## config.mk

```make
export PLATFORM = sky130hd
export DESIGN_NAME = cc_coef_loader_flat
export DESIGN_NICKNAME = d
export VERILOG_FILES = /design/src/rtl/cc_pkg.sv /design/src/rtl/cc_ctrl_if.sv /design/src/rtl/cc_coef_loader.sv /design/src/flat_wrapper.sv
export SDC_FILE = /design/constraint.sdc
export NUM_CORES = 1
export LEC_CHECK = 0
export CORE_ASPECT_RATIO = 1.4
export CORE_MARGIN = 1.5
export CORE_UTILIZATION = 40
export DETAILED_ROUTE_END_ITERATION = 8
export HOLD_SLACK_MARGIN = 0.12
export PLACE_DENSITY_LB_ADDON = 0.3
export SYNTH_ARGS = -nofsm -noshare
export SYNTH_HDL_FRONTEND = slang
export SYNTH_SLANG_ARGS = --single-unit
```

## constraint.sdc

```tcl
create_clock -name clk_i -period 4.32 [get_ports clk_i]
set_input_delay 0.864 -clock clk_i [delete_from_list [all_inputs] [get_ports clk_i]]
set_output_delay 0.864 -clock clk_i [all_outputs]
set_load 0.005 [all_outputs]
```

## src/rtl/cc_pkg.sv

```systemverilog
// Shared definitions for the colour-correction coefficient loader.
//   COEF_NUM    : number of matrix coefficients (3x4 matrix)
//   A11..A34    : coefficient indices in row-major order
//   cc_state_e  : loader FSM state encoding
//   fixed_one() : builds the fixed-point value 1.0 for a given format
package cc_pkg;

  localparam int COEF_NUM = 12;

  localparam logic [3:0] A11 = 4'd0;
  localparam logic [3:0] A12 = 4'd1;
  localparam logic [3:0] A13 = 4'd2;
  localparam logic [3:0] A14 = 4'd3;
  localparam logic [3:0] A21 = 4'd4;
  localparam logic [3:0] A22 = 4'd5;
  localparam logic [3:0] A23 = 4'd6;
  localparam logic [3:0] A24 = 4'd7;
  localparam logic [3:0] A31 = 4'd8;
  localparam logic [3:0] A32 = 4'd9;
  localparam logic [3:0] A33 = 4'd10;
  localparam logic [3:0] A34 = 4'd11;

  typedef enum logic [2:0] {
    IDLE    = 3'd0,
    LOAD    = 3'd1,
    RD_SEL  = 3'd2,
    RD_WAIT = 3'd3,
    RD_CAP  = 3'd4
  } cc_state_e;

  // Sign-magnitude word with sign 0, integer part 1, fraction 0.
  // A format without integer bits cannot represent 1.0, so it yields 0.
  function automatic logic [63:0] fixed_one(input int px_width, input int fract_width);
    logic [63:0] one;
    if (px_width > 0) begin
      one = 64'd1 << fract_width;
    end else begin
      one = 64'd0;
    end
    return one;
  endfunction

endpackage

```

## src/rtl/cc_ctrl_if.sv

```systemverilog
// Control bus between the coefficient loader (master) and the
// colour-correction core (slave).
//   coef_sel  : coefficient index (load target or readback index)
//   coef      : coefficient word to write while coef_lock is high
//   coef_lock : write strobe, high only while a load is streaming
//   cur_coef  : slave's registered view of coefficient[coef_sel],
//               valid one cycle after coef_sel
interface cc_ctrl_if #(
  parameter int W = 32
);
  logic [3:0]   coef_sel;
  logic [W-1:0] coef;
  logic         coef_lock;
  logic [W-1:0] cur_coef;

  modport master (output coef_sel, output coef, output coef_lock, input cur_coef);
  modport slave  (input coef_sel, input coef, input coef_lock, output cur_coef);
endinterface

```

## src/rtl/cc_coef_loader.sv

```systemverilog
// Coefficient loader: the host writes a shadow bank at any time, a commit
// arms a load, and the next start-of-frame snapshots the shadow bank and
// streams it to the core, so a frame never sees a half-updated matrix.
// A readback path fetches the coefficient the core is actually using.
// Ports:
//   clk_i, rst_i                   : clock, synchronous active-high reset
//   wr_i, wr_sel_i, wr_data_i      : shadow write (index 0..11, sign-magnitude)
//   commit_i                       : arm a load at the next frame start
//   sof_i                          : start-of-frame pulse
//   rd_req_i, rd_sel_i, rd_ready_o : readback request handshake
//   rd_valid_o, rd_data_o          : readback result strobe and data
//   busy_o, load_done_o            : load in progress / completion pulse
//   cc_ctrl_o                      : control bus towards the core
module cc_coef_loader
  import cc_pkg::*;
#(
  parameter int PX_WIDTH    = 10,
  parameter int FRACT_WIDTH = 10,
  parameter int CTRL_W      = 32
) (
  input  logic                            clk_i,
  input  logic                            rst_i,
  input  logic                            wr_i,
  input  logic [3:0]                      wr_sel_i,
  input  logic [PX_WIDTH+FRACT_WIDTH:0]   wr_data_i,
  input  logic                            commit_i,
  input  logic                            sof_i,
  input  logic                            rd_req_i,
  input  logic [3:0]                      rd_sel_i,
  output logic                            rd_ready_o,
  output logic                            rd_valid_o,
  output logic [PX_WIDTH+FRACT_WIDTH:0]   rd_data_o,
  output logic                            busy_o,
  output logic                            load_done_o,
  cc_ctrl_if.master                       cc_ctrl_o
);

  localparam int COEF_WIDTH = PX_WIDTH + FRACT_WIDTH;
  localparam int WORD_W     = COEF_WIDTH + 1;
  localparam logic [WORD_W-1:0] COEF_ONE = WORD_W'(fixed_one(PX_WIDTH, FRACT_WIDTH));
  localparam logic [3:0] LAST_IDX = 4'(COEF_NUM - 1);

  // Identity matrix: 1.0 on the diagonal, 0 elsewhere (offsets included).
  function automatic logic [WORD_W-1:0] identity_word(input int idx);
    logic [WORD_W-1:0] w;
    if (idx == int'(A11) || idx == int'(A22) || idx == int'(A33)) begin
      w = COEF_ONE;
    end else begin
      w = '0;
    end
    return w;
  endfunction

  cc_state_e         state;
  logic              pending;
  logic              rd_zero;
  logic [WORD_W-1:0] shadow  [COEF_NUM];
  logic [WORD_W-1:0] staging [COEF_NUM];
  logic              load_start;

  // A load wins over a readback request arriving in the same cycle.
  assign load_start = (state == IDLE) && sof_i && pending;
  assign rd_ready_o = (state == IDLE) && !load_start;

  // Only the low WORD_W bits of cur_coef carry a coefficient.
  if (CTRL_W > WORD_W) begin : g_cur_hi
    logic unused_cur_hi;
    assign unused_cur_hi = ^cc_ctrl_o.cur_coef[CTRL_W-1:WORD_W];
  end

  // Host-facing shadow bank, writable in every state.
  always_ff @(posedge clk_i) begin
    if (rst_i) begin
      for (int i = 0; i < COEF_NUM; i++) begin
        shadow[i] <= identity_word(i);
      end
    end else if (wr_i && (wr_sel_i <= LAST_IDX)) begin
      shadow[wr_sel_i] <= wr_data_i;
    end
  end

  // Loader/readback FSM with registered outputs.
  always_ff @(posedge clk_i) begin
    if (rst_i) begin
      state                <= IDLE;
      pending              <= 1'b0;
      rd_zero              <= 1'b0;
      busy_o               <= 1'b0;
      load_done_o          <= 1'b0;
      rd_valid_o           <= 1'b0;
      rd_data_o            <= '0;
      cc_ctrl_o.coef_lock  <= 1'b0;
      cc_ctrl_o.coef_sel   <= 4'd0;
      cc_ctrl_o.coef       <= '0;
      for (int i = 0; i < COEF_NUM; i++) begin
        staging[i] <= identity_word(i);
      end
    end else begin
      load_done_o <= 1'b0;
      rd_valid_o  <= 1'b0;

      // A commit coinciding with a load start arms the following frame.
      if (commit_i) begin
        pending <= 1'b1;
      end else if (load_start) begin
        pending <= 1'b0;
      end

      case (state)
        IDLE: begin
          if (load_start) begin
            // The staging copy freezes the load; the first word comes
            // straight from the shadow since staging updates this edge.
            staging             <= shadow;
            state               <= LOAD;
            busy_o              <= 1'b1;
            cc_ctrl_o.coef_lock <= 1'b1;
            cc_ctrl_o.coef_sel  <= 4'd0;
            cc_ctrl_o.coef      <= CTRL_W'(shadow[0]);
          end else if (rd_req_i) begin
            state              <= RD_SEL;
            cc_ctrl_o.coef_sel <= rd_sel_i;
            rd_zero            <= (rd_sel_i > LAST_IDX);
          end
        end
        LOAD: begin
          if (cc_ctrl_o.coef_sel == LAST_IDX) begin
            state               <= IDLE;
            busy_o              <= 1'b0;
            load_done_o         <= 1'b1;
            cc_ctrl_o.coef_lock <= 1'b0;
          end else begin
            cc_ctrl_o.coef_sel <= cc_ctrl_o.coef_sel + 4'd1;
            cc_ctrl_o.coef     <= CTRL_W'(staging[cc_ctrl_o.coef_sel + 4'd1]);
          end
        end
        RD_SEL: begin
          // The core registers cur_coef one cycle after coef_sel.
          state <= RD_WAIT;
        end
        RD_WAIT: begin
          state      <= RD_CAP;
          rd_valid_o <= 1'b1;
          rd_data_o  <= rd_zero ? '0 : cc_ctrl_o.cur_coef[WORD_W-1:0];
        end
        RD_CAP: begin
          state <= IDLE;
        end
        default: begin
          state               <= IDLE;
          busy_o              <= 1'b0;
          cc_ctrl_o.coef_lock <= 1'b0;
        end
      endcase
    end
  end

endmodule
```

## src/flat_wrapper.sv

```systemverilog
// flat-port wrapper written by rule: the top's interface ports become plain ports
module cc_coef_loader_flat import cc_pkg::*;
#(
  parameter int PX_WIDTH    = 10,
  parameter int FRACT_WIDTH = 10,
  parameter int CTRL_W      = 32
)
  (clk_i, rst_i, wr_i, wr_sel_i, wr_data_i, commit_i, sof_i, rd_req_i, rd_sel_i, rd_ready_o, rd_valid_o, rd_data_o, busy_o, load_done_o, cc_ctrl_o_coef_sel, cc_ctrl_o_coef, cc_ctrl_o_coef_lock, cc_ctrl_o_cur_coef);
  cc_ctrl_if cc_ctrl_o_i ();
  input  logic clk_i;
  input  logic rst_i;
  input  logic wr_i;
  input  logic [3:0] wr_sel_i;
  input  logic [PX_WIDTH+FRACT_WIDTH:0] wr_data_i;
  input  logic commit_i;
  input  logic sof_i;
  input  logic rd_req_i;
  input  logic [3:0] rd_sel_i;
  output logic rd_ready_o;
  output logic rd_valid_o;
  output logic [PX_WIDTH+FRACT_WIDTH:0] rd_data_o;
  output logic busy_o;
  output logic load_done_o;
  output wire logic [$bits(cc_ctrl_o_i.coef_sel)-1:0] cc_ctrl_o_coef_sel;
  output wire logic [$bits(cc_ctrl_o_i.coef)-1:0] cc_ctrl_o_coef;
  output wire logic [$bits(cc_ctrl_o_i.coef_lock)-1:0] cc_ctrl_o_coef_lock;
  input wire logic [$bits(cc_ctrl_o_i.cur_coef)-1:0] cc_ctrl_o_cur_coef;
  assign cc_ctrl_o_coef_sel = cc_ctrl_o_i.coef_sel;
  assign cc_ctrl_o_coef = cc_ctrl_o_i.coef;
  assign cc_ctrl_o_coef_lock = cc_ctrl_o_i.coef_lock;
  assign cc_ctrl_o_i.cur_coef = cc_ctrl_o_cur_coef;
  cc_coef_loader #(.PX_WIDTH(PX_WIDTH), .FRACT_WIDTH(FRACT_WIDTH), .CTRL_W(CTRL_W)) u_core (.clk_i(clk_i), .rst_i(rst_i), .wr_i(wr_i), .wr_sel_i(wr_sel_i), .wr_data_i(wr_data_i), .commit_i(commit_i), .sof_i(sof_i), .rd_req_i(rd_req_i), .rd_sel_i(rd_sel_i), .rd_ready_o(rd_ready_o), .rd_valid_o(rd_valid_o), .rd_data_o(rd_data_o), .busy_o(busy_o), .load_done_o(load_done_o), .cc_ctrl_o(cc_ctrl_o_i));
endmodule
```

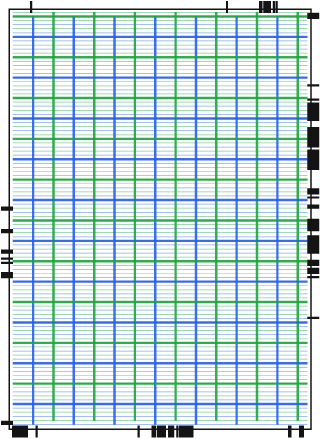
(run_1/power_grid.png)
Scale: 1.5 px per um. Pins as bars on the die edge.
Key: VSS = blue; VDD = green
14 straps on met4. 20 straps on met5. 129 signal pins sit on the boundary.

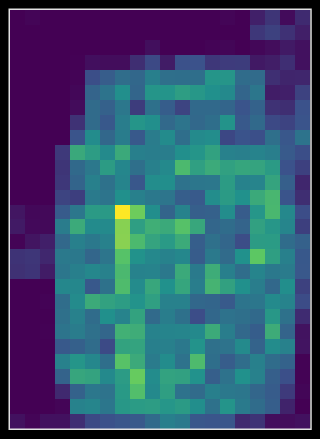
(run_1/metal_density.png)
Scale: 1.5 px per um. 20 x 28 tiles, from dark purple (low) to yellow (high), scaled to the fullest tile. Values are wire area over tile area, all layers added.
The mean over all tiles is 0.18. The emptiest ninth of the die: upper left. The fullest tile reaches 0.62.
GRT Util Overall: 0.220
Routed WL per cell: 18.7 um
routed vias: 18,100

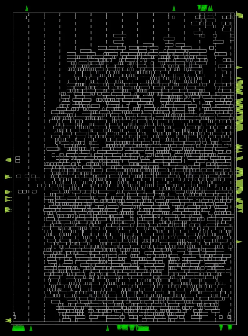
(run_1/placement.png)
Tapcells: 721
Final Non-Filler Cells: 3,378
Core ar.: 0.0540 mm2
flop count: 558

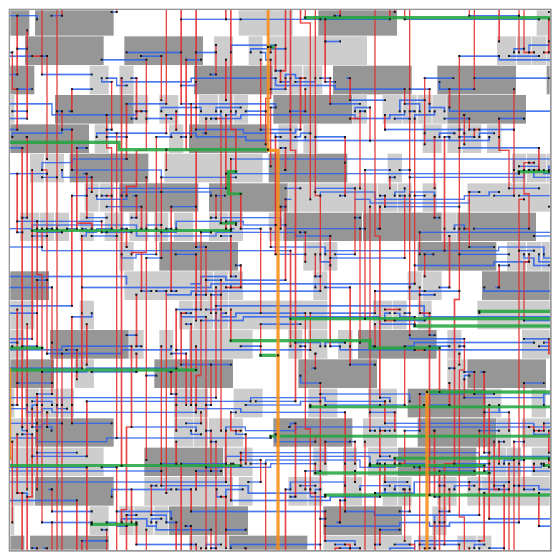
(run_1/detail.png)
Window x 75 to 125, y 170 to 220 um. Cells in grey, sequential cells in the stronger grey; small squares are vias.
Key: metal 3 = green; metal 4 = orange; metal 2 = red; metal 1 = blue
Netlist names of flops here include `u_core.shadow` (19), `u_core.staging` (19). Most frequent: nand2_1 (69), dfxtp_1 (39), a21oi_1 (37). 174 logic cells have their middle in the window. Sequential cells in the window: 39.

==> ci_impl_report.md, run 1 <==
## Implementation flow summary

| Metric | Value |
|---|---|
| Critical path endpoint | rd_ready_o |
| Comb pwr | 1390 uW |
| R2R Path End | u_core.cc_ctrl_o.coef[12] |
| Initial antenna violation count | 0 |
| Ys Warns | 0 |
| GR Util met3 | 0.0258 |
| Reg2Reg Launch Point | u_core.cc_ctrl_o.coef_sel[0] |
| Layout cell share with drive strength beyond 1 | 0.0790 |
| M1 WL | roughly 26 mm |
| Mapped Area | between 0.02 and 0.025 mm2 |
| CTS max path bufs | 3 |
| Synth area leaders | dfxtp_1 51%, nand2_1 18%, a21oi_1 12% |
| Most frequent cells in the layout | 1,023 x nand2_1, 557 x dfxtp_1, 503 x a21oi_1, 105 x clkdlybuf4s50_1, 59 x mux4_2 |
| Gr busiest metal | met2 |
| Post-DP HPWL | 37.0 mm |
| Sw Pwr | 2960 uW |
| First DRT Iteration DRCs | about 1,800 |
| Number of primary I/O pins | approximately 130 |
| Worst clock skew | 0.0208 ns |
| Seq cells post-synth | roughly 560 |
| Main logic family | simple AND/OR/NAND/NOR gates |
| Synth area leader | dfxtp_1 |
| Worst reg-to-reg setup slack | 1.61 ns |
| Clock latency at the later pin of the worst-skew pair | 0.59 ns |
| Clk_buf instances | 73 |
| Worst-margin pin slew | 1.24 ns |
| Met3 WL | roughly 3.9 mm |
| Largest net degree at the start of global routing | 241 |
| Peak VDD IR | roughly 0.31 mV |
| Min cycle time layout | 3.32 ns |
| Switching share of power | 0.264 |
| Placed cell area | 0.0232 mm2 |
| Multi-input gates | 1,813 |
| Critical path's top delay family | buffers and inverters |
| Non-CTS buffers | around 150 |
| IO Port Bufs | around 110 |
| Hold endpoint | u_core.staging[102] |
| Simple-gate share of the synthesized area | 0.201 |
| Critical Path Fanout Max | 4 |
| Antenna cell count | 0 |
| Vias in the first global route | ~17,000 |
| Chip width | 200 um |
| Worst path arrival time | 2.45 ns |
| Vias per std cell | 5.36 |
| HP Class | register to register |
| Count of cell types in the netlist | ~46 |
| Seq share, synth | 0.513 |
| Global placer's final weighted congestion | 0.826 |
| WP depth | 5 |
| CP Launch Type | input pin |
| Pins over their slew limit | 0 |
| Most frequent cells after synthesis | 1,023 x nand2_1, 558 x dfxtp_1, 503 x a21oi_1 |
| Outcome | finished, final reports clean |
| CP required | 3.46 ns |
| Largest class | sequential cells |
| M1 GR Usage | 0.282 |
| Max Cap Viol | 0 |
| Post-synthesis mux area share | 0.0663 |
| Tool warnings | 45 |
| Clock sinks | between 500 and 600 |
| Top layer reached by signal wires | met4 |
| Top FF cell, synth | dfxtp_1 |
| Critical path buffers and inverters | 3 |
| Init Core Util | 0.403 |
| Yosys xor share | 0.000402 |
| P_seq | between 5000 and 6000 uW |
| PD cells | 450 mW/mm2 |
| Inverter count | about 46 |
--- run 2 (diff from run 1) ---
- clock period: 4.32 -> 2.8 ns (I/O delays scaled with it)
==> run 2 against run 1 <==
Clock skew grew 0.0082 ns. Die size stayed put. Final area rose by 2.7%. Critical path depth stayed put. Core utilization increased by 1.2 points. Sequential cell count stayed put. First-iteration DRC count fell by 13%. Wire length up 3.8%. Highest routed layer is now met5. Count of clock-buffer cells in the layout is 6 higher. Critical path type is now register to output port.
==> ci_impl_report.md, run 2 <==
## Implementation flow summary

| Metric | Value |
|---|---|
| Top layer reached by signal wires | met5 |
| IO Port Bufs | around 110 |
| Core ar. | between 0.05 and 0.06 mm2 |
| M1 WL | 26.3 mm |
| PD cells | 708 mW/mm2 |
| CP Launch Type | register |
| Inverter count | ~46 |
| Layout cell share with drive strength beyond 1 | 0.0908 |
| Antenna cell count | 0 |
| GR Util met3 | 0.0373 |
| Count of cell types in the netlist | 46 |
| Gr busiest metal | met2 |
| Vias per std cell | 5.36 |
| WP depth | 5 |
| Worst reg-to-reg setup slack | 0.34 ns |
| Synth area leader | dfxtp_1 |
| Outcome | finished, final reports clean |
| Initial antenna violation count | 1 |
| Multi-input gates | 1,813 |
| Clock latency at the later pin of the worst-skew pair | 0.59 ns |
| Routed vias | 18,300 |
| Flop count | 558 |
| P_seq | 8180 uW |
| Hold endpoint | u_core.rd_valid_o |
| Clock sinks | around 560 |
| Placed cell area | 0.0237 mm2 |
| Mapped Area | 0.0218 mm2 |
| Global placer's final weighted congestion | ~0.8 |
| Critical path's top delay family | buffers and inverters |
| Simple-gate share of the synthesized area | 0.201 |
| Tapcells | 721 |
| Min cycle time layout | 2.69 ns |
| Tool warnings | 39 |
| Final Non-Filler Cells | 3,418 |
| First DRT Iteration DRCs | 1,596 |
| HP Class | input pin to register |
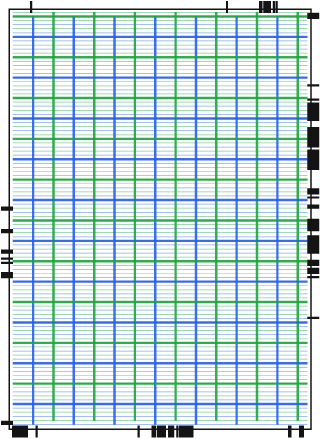
(run_2/power_grid.png)
Scale: 1.5 px per um. Pins as bars on the die edge.
Key: VDD = green; VSS = blue
102 met1 rails follow the rows. 20 straps on met5.

Power and IR drop assume default switching activity.
